==> config.mk <==
export PLATFORM = sky130hd
export DESIGN_NAME = varredura_display_flat
export DESIGN_NICKNAME = d
export VERILOG_FILES = /design/src/rtl/varredura_display_if.sv /design/src/rtl/varredura_display.sv /design/src/flat_wrapper.sv
export SDC_FILE = /design/constraint.sdc
export NUM_CORES = 1
export LEC_CHECK = 0
export CAP_MARGIN = 10
export CORE_MARGIN = 2
export CORE_UTILIZATION = 55
export DETAILED_ROUTE_END_ITERATION = 8
export GPL_TIMING_DRIVEN = 1
export PLACE_DENSITY_LB_ADDON = 0.05
export SETUP_SLACK_MARGIN = 0.02
export SKIP_CTS_REPAIR_TIMING = 1
export SLEW_MARGIN = 20
export SYNTH_ARGS = -nofsm -noshare
export SYNTH_HDL_FRONTEND = slang
export SYNTH_SLANG_ARGS = --single-unit
==> constraint.sdc <==
create_clock -name clock -period 2.62 [get_ports clock]
set_input_delay 0.655 -clock clock [delete_from_list [all_inputs] [get_ports clock]]
set_output_delay 0.655 -clock clock [all_outputs]
set_load 0.05 [all_outputs]
==> src/rtl/varredura_display_if.sv <==
// Bus between the display scanner and its host: write strobe, nibble data,
// clear request, and the status/segment/digit-enable outputs.
interface varredura_display_if #(
    parameter int unsigned DIGITS = 4
) ();
    logic              ready;
    logic [3:0]        din;
    logic              limpa;
    logic              fim;
    logic              cheio;
    logic [6:0]        seg;
    logic [DIGITS-1:0] t;

    modport master (
        output ready, din, limpa,
        input  fim, cheio, seg, t
    );

    modport slave (
        input  ready, din, limpa,
        output fim, cheio, seg, t
    );
endinterface

==> src/rtl/varredura_display.sv <==
// Multiplexed 7-segment display driver with a DIGITS-deep nibble buffer.
// Digits are loaded one per ready strobe (CARGA); once full the buffer is
// frozen (CHEIO) until limpa or reset. Scanning runs continuously.
// Optional feature: define VARREDURA_HEX_EN to decode 10..15 as A,b,C,d,E,F
// (otherwise those values are blank).
module varredura_display #(
    parameter int unsigned DIGITS   = 4,
    parameter int unsigned SCAN_DIV = 4
) (
    input logic                clock,
    input logic                reset,
    varredura_display_if.slave bus
);
    localparam int unsigned IW = $clog2(DIGITS);

    typedef enum logic {CARGA, CHEIO} state_t;

    state_t          state_q, state_d;
    logic [IW-1:0]   wptr_q, wptr_d;
    logic            fim_q, fim_d;
    logic            wr_en;
    logic [3:0]      digit_q [DIGITS];
    logic [15:0]     div_q;
    logic [IW-1:0]   idx_q;
    logic [3:0]      cur;
    logic [6:0]      seg_dec;
    logic [DIGITS-1:0] t_dec;

    // Next-state logic: limpa overrides any write; CHEIO ignores ready.
    always_comb begin
        state_d = state_q;
        wptr_d  = wptr_q;
        fim_d   = 1'b0;
        wr_en   = 1'b0;
        if (bus.limpa) begin
            state_d = CARGA;
            wptr_d  = '0;
        end else begin
            case (state_q)
                CARGA: begin
                    if (bus.ready) begin
                        wr_en = 1'b1;
                        if (wptr_q == IW'(DIGITS - 1)) begin
                            wptr_d  = '0;
                            state_d = CHEIO;
                            fim_d   = 1'b1;
                        end else begin
                            wptr_d = wptr_q + 1'b1;
                        end
                    end
                end
                CHEIO: begin
                    state_d = CHEIO;
                end
                default: state_d = CARGA;
            endcase
        end
    end

    // FSM state, write pointer and fim pulse registers.
    always_ff @(posedge clock) begin
        if (reset) begin
            state_q <= CARGA;
            wptr_q  <= '0;
            fim_q   <= 1'b0;
        end else begin
            state_q <= state_d;
            wptr_q  <= wptr_d;
            fim_q   <= fim_d;
        end
    end

    // Digit buffer: cleared by reset or limpa, written only in CARGA.
    always_ff @(posedge clock) begin
        if (reset || bus.limpa) begin
            for (int i = 0; i < int'(DIGITS); i++) begin
                digit_q[i] <= 4'h0;
            end
        end else if (wr_en) begin
            digit_q[wptr_q] <= bus.din;
        end
    end

    // Scan divider and digit index; deliberately untouched by limpa.
    always_ff @(posedge clock) begin
        if (reset) begin
            div_q <= '0;
            idx_q <= '0;
        end else if (div_q == 16'(SCAN_DIV - 1)) begin
            div_q <= '0;
            idx_q <= (idx_q == IW'(DIGITS - 1)) ? '0 : idx_q + 1'b1;
        end else begin
            div_q <= div_q + 16'd1;
        end
    end

    // Combinational outputs straight from registers: one-hot enable and segment decode.
    always_comb begin
        t_dec        = '0;
        t_dec[idx_q] = 1'b1;
        cur          = digit_q[idx_q];
        case (cur)
            4'd0:    seg_dec = 7'b0111111;
            4'd1:    seg_dec = 7'b0000110;
            4'd2:    seg_dec = 7'b1011011;
            4'd3:    seg_dec = 7'b1001111;
            4'd4:    seg_dec = 7'b1100110;
            4'd5:    seg_dec = 7'b1101101;
            4'd6:    seg_dec = 7'b1111101;
            4'd7:    seg_dec = 7'b0000111;
            4'd8:    seg_dec = 7'b1111111;
            4'd9:    seg_dec = 7'b1101111;
`ifdef VARREDURA_HEX_EN
            4'd10:   seg_dec = 7'b1110111;
            4'd11:   seg_dec = 7'b1111100;
            4'd12:   seg_dec = 7'b0111001;
            4'd13:   seg_dec = 7'b1011110;
            4'd14:   seg_dec = 7'b1111001;
            4'd15:   seg_dec = 7'b1110001;
`else
            default: seg_dec = 7'b0000000;
`endif
        endcase
    end

    assign bus.t     = t_dec;
    assign bus.seg   = seg_dec;
    assign bus.fim   = fim_q;
    assign bus.cheio = (state_q == CHEIO);
endmodule

==> src/flat_wrapper.sv <==
// flat-port wrapper written by rule: the top's interface ports become plain ports
module varredura_display_flat 
#(
    parameter int unsigned DIGITS   = 4,
    parameter int unsigned SCAN_DIV = 4
)
  (clock, reset, bus_ready, bus_din, bus_limpa, bus_fim, bus_cheio, bus_seg, bus_t);
  varredura_display_if #(.DIGITS(DIGITS)) bus_i ();
  input logic clock;
  input logic reset;
  input wire logic [$bits(bus_i.ready)-1:0] bus_ready;
  input wire logic [$bits(bus_i.din)-1:0] bus_din;
  input wire logic [$bits(bus_i.limpa)-1:0] bus_limpa;
  output wire logic [$bits(bus_i.fim)-1:0] bus_fim;
  output wire logic [$bits(bus_i.cheio)-1:0] bus_cheio;
  output wire logic [$bits(bus_i.seg)-1:0] bus_seg;
  output wire logic [$bits(bus_i.t)-1:0] bus_t;
  assign bus_i.ready = bus_ready;
  assign bus_i.din = bus_din;
  assign bus_i.limpa = bus_limpa;
  assign bus_fim = bus_i.fim;
  assign bus_cheio = bus_i.cheio;
  assign bus_seg = bus_i.seg;
  assign bus_t = bus_i.t;
  varredura_display #(.DIGITS(DIGITS), .SCAN_DIV(SCAN_DIV)) u_core (.clock(clock), .reset(reset), .bus(bus_i));
endmodule
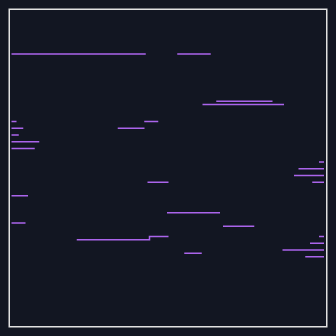
(run_1/m3.png)
- longest straight run: 26.7 um
- share of all routed wire: 4.0%
- wire length on this layer: 157 um
- main direction: horizontal
- nets with wire on the layer: 22

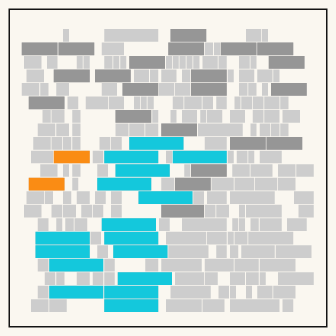
(run_1/ff_map.png)
- u_core.digit_q: cyan (flops 16)
- u_core.wptr_q: orange (flops 2)
- not coloured: 22

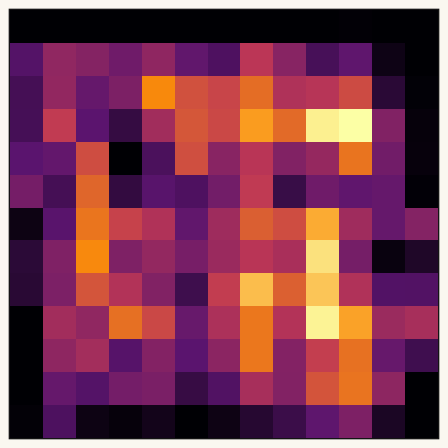
(run_1/route_heat.png)
13 x 13 tiles, from black (low) to pale yellow (high), scaled to the fullest tile. Values are wire area over tile area, all layers added.
- mean over tiles: 0.15
- tiles over half the peak: 23%
- nearly empty tiles: 16%

==> qor.txt, run 1 <==
storage element area = 964.7 um^2
final setup vio count = 7
clk_buf instances = 5
RSZ-0062 raised after global routing = true
Int Pwr = 1021 uW
met2 WL post-DR = 2052 um
wire length on met3 = 157 um
Clock Power Share = 28.0%
PnR worst setup slack = -62.91 ps
via count = 1450
CP arrival = 2030 ps
Ports = 21
Well Taps = 46
core footprint = 3363 um^2
Worst R2R Path Depth = 5
CTS tree = built
min-delay worst type = reg2reg
met1 GRT Util = 23.95%
Flops = 40
mi-comb count = 134
area of the multi-input gates = 1072 um^2
outcome = finished, violations left
Largest logic family = simple AND/OR/NAND/NOR gates
worst slew pin tran = 601.8 ps
Max Cap Violations = 0
Commonest flop = dfxtp_1
CTS Sinks = 40
final worst path period need = 2683 ps
Die Y = 63.57 um
hold slack = 500.8 ps
failing checks = negative setup slack
==> run 2, diff against run 1 <==
--- a/config.mk
+++ b/config.mk
@@ -7,7 +7,7 @@
 export LEC_CHECK = 0
 export CAP_MARGIN = 10
 export CORE_MARGIN = 2
-export CORE_UTILIZATION = 55
+export CORE_UTILIZATION = 32
 export DETAILED_ROUTE_END_ITERATION = 8
 export GPL_TIMING_DRIVEN = 1
 export PLACE_DENSITY_LB_ADDON = 0.05
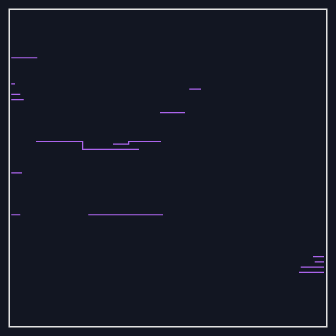
(run_2/m3.png)
- main direction: horizontal
- nets with wire on the layer: 12
- wire length on this layer: 103 um
- share of all routed wire: 2.6%
- longest straight run: 19.1 um

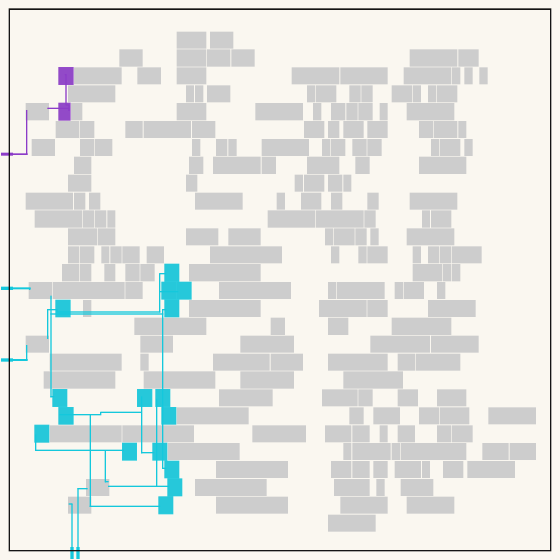
(run_2/port_trees.png)
- bus_ready: purple (bits 1; direction input; edge left; end cells 2; buffers 1; wire 18.3 um)
- bus_din: cyan (bits 4; direction input; edge 2 left, 2 bottom; end cells 16; buffers 4; wire 205 um)

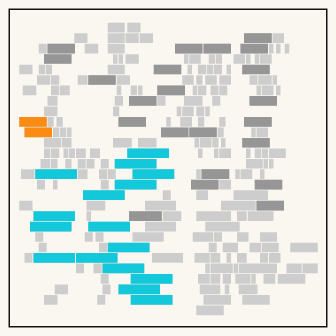
(run_2/ff_map.png)
final core utilization: 44.17%
fraction of area in registers: 36.89%
Seq group: 685 uW
storage element area: 964.7 um^2

==> run 2 against run 1 <==
  * The run now ends clean
  * Worst hold slack got worse by 20 ps
  * Synthesized area did not move
  * Power fell by 0.44%
  * Combinational power barely moved
  * Largest power group unchanged
==> qor.txt, run 2 <==
WS Path Type = reg2out (unchanged)
Commonest flop = dfxtp_1 (unchanged)
met2 WL post-DR = 2066 um (was 2052 um)
outcome = finished, final reports clean (was finished, violations left)
core footprint = 5921 um^2 (was 3363 um^2)
Flops = 40 (unchanged)
CP arrival = 1930 ps (was 2030 ps)
CTS tree = built (unchanged)
Clock Power Share = 27.9% (was 28.0%)
area of the multi-input gates = 1076 um^2 (was 1072 um^2)
hold slack = 480.5 ps (was 500.8 ps)
post-synthesis sequential area ratio = 49.23% (unchanged)
Max Cap Violations = 0 (unchanged)
Vias/cell = 4.673 (was 5.390)
met1 GRT Util = 14.87% (was 23.95%)
mi-comb count = 134 (unchanged)
wire length on met3 = 102 um (was 157 um)
final worst path period need = 2581 ps (was 2683 ps)
Largest logic family = simple AND/OR/NAND/NOR gates (unchanged)
FF-to-FF setup slack = 680 ps (was 670 ps)
final setup vio count = 0 (was 7)
worst slew pin tran = 588.0 ps (was 601.8 ps)
RSZ-0062 raised after global routing = true (unchanged)
Worst R2R Path Depth = 5 (unchanged)
clk_buf instances = 6 (was 5)
setup_tns = 0 ps (was -338.5 ps)
Int Pwr = 1010 uW (was 1021 uW)
Power and IR drop assume default switching activity.
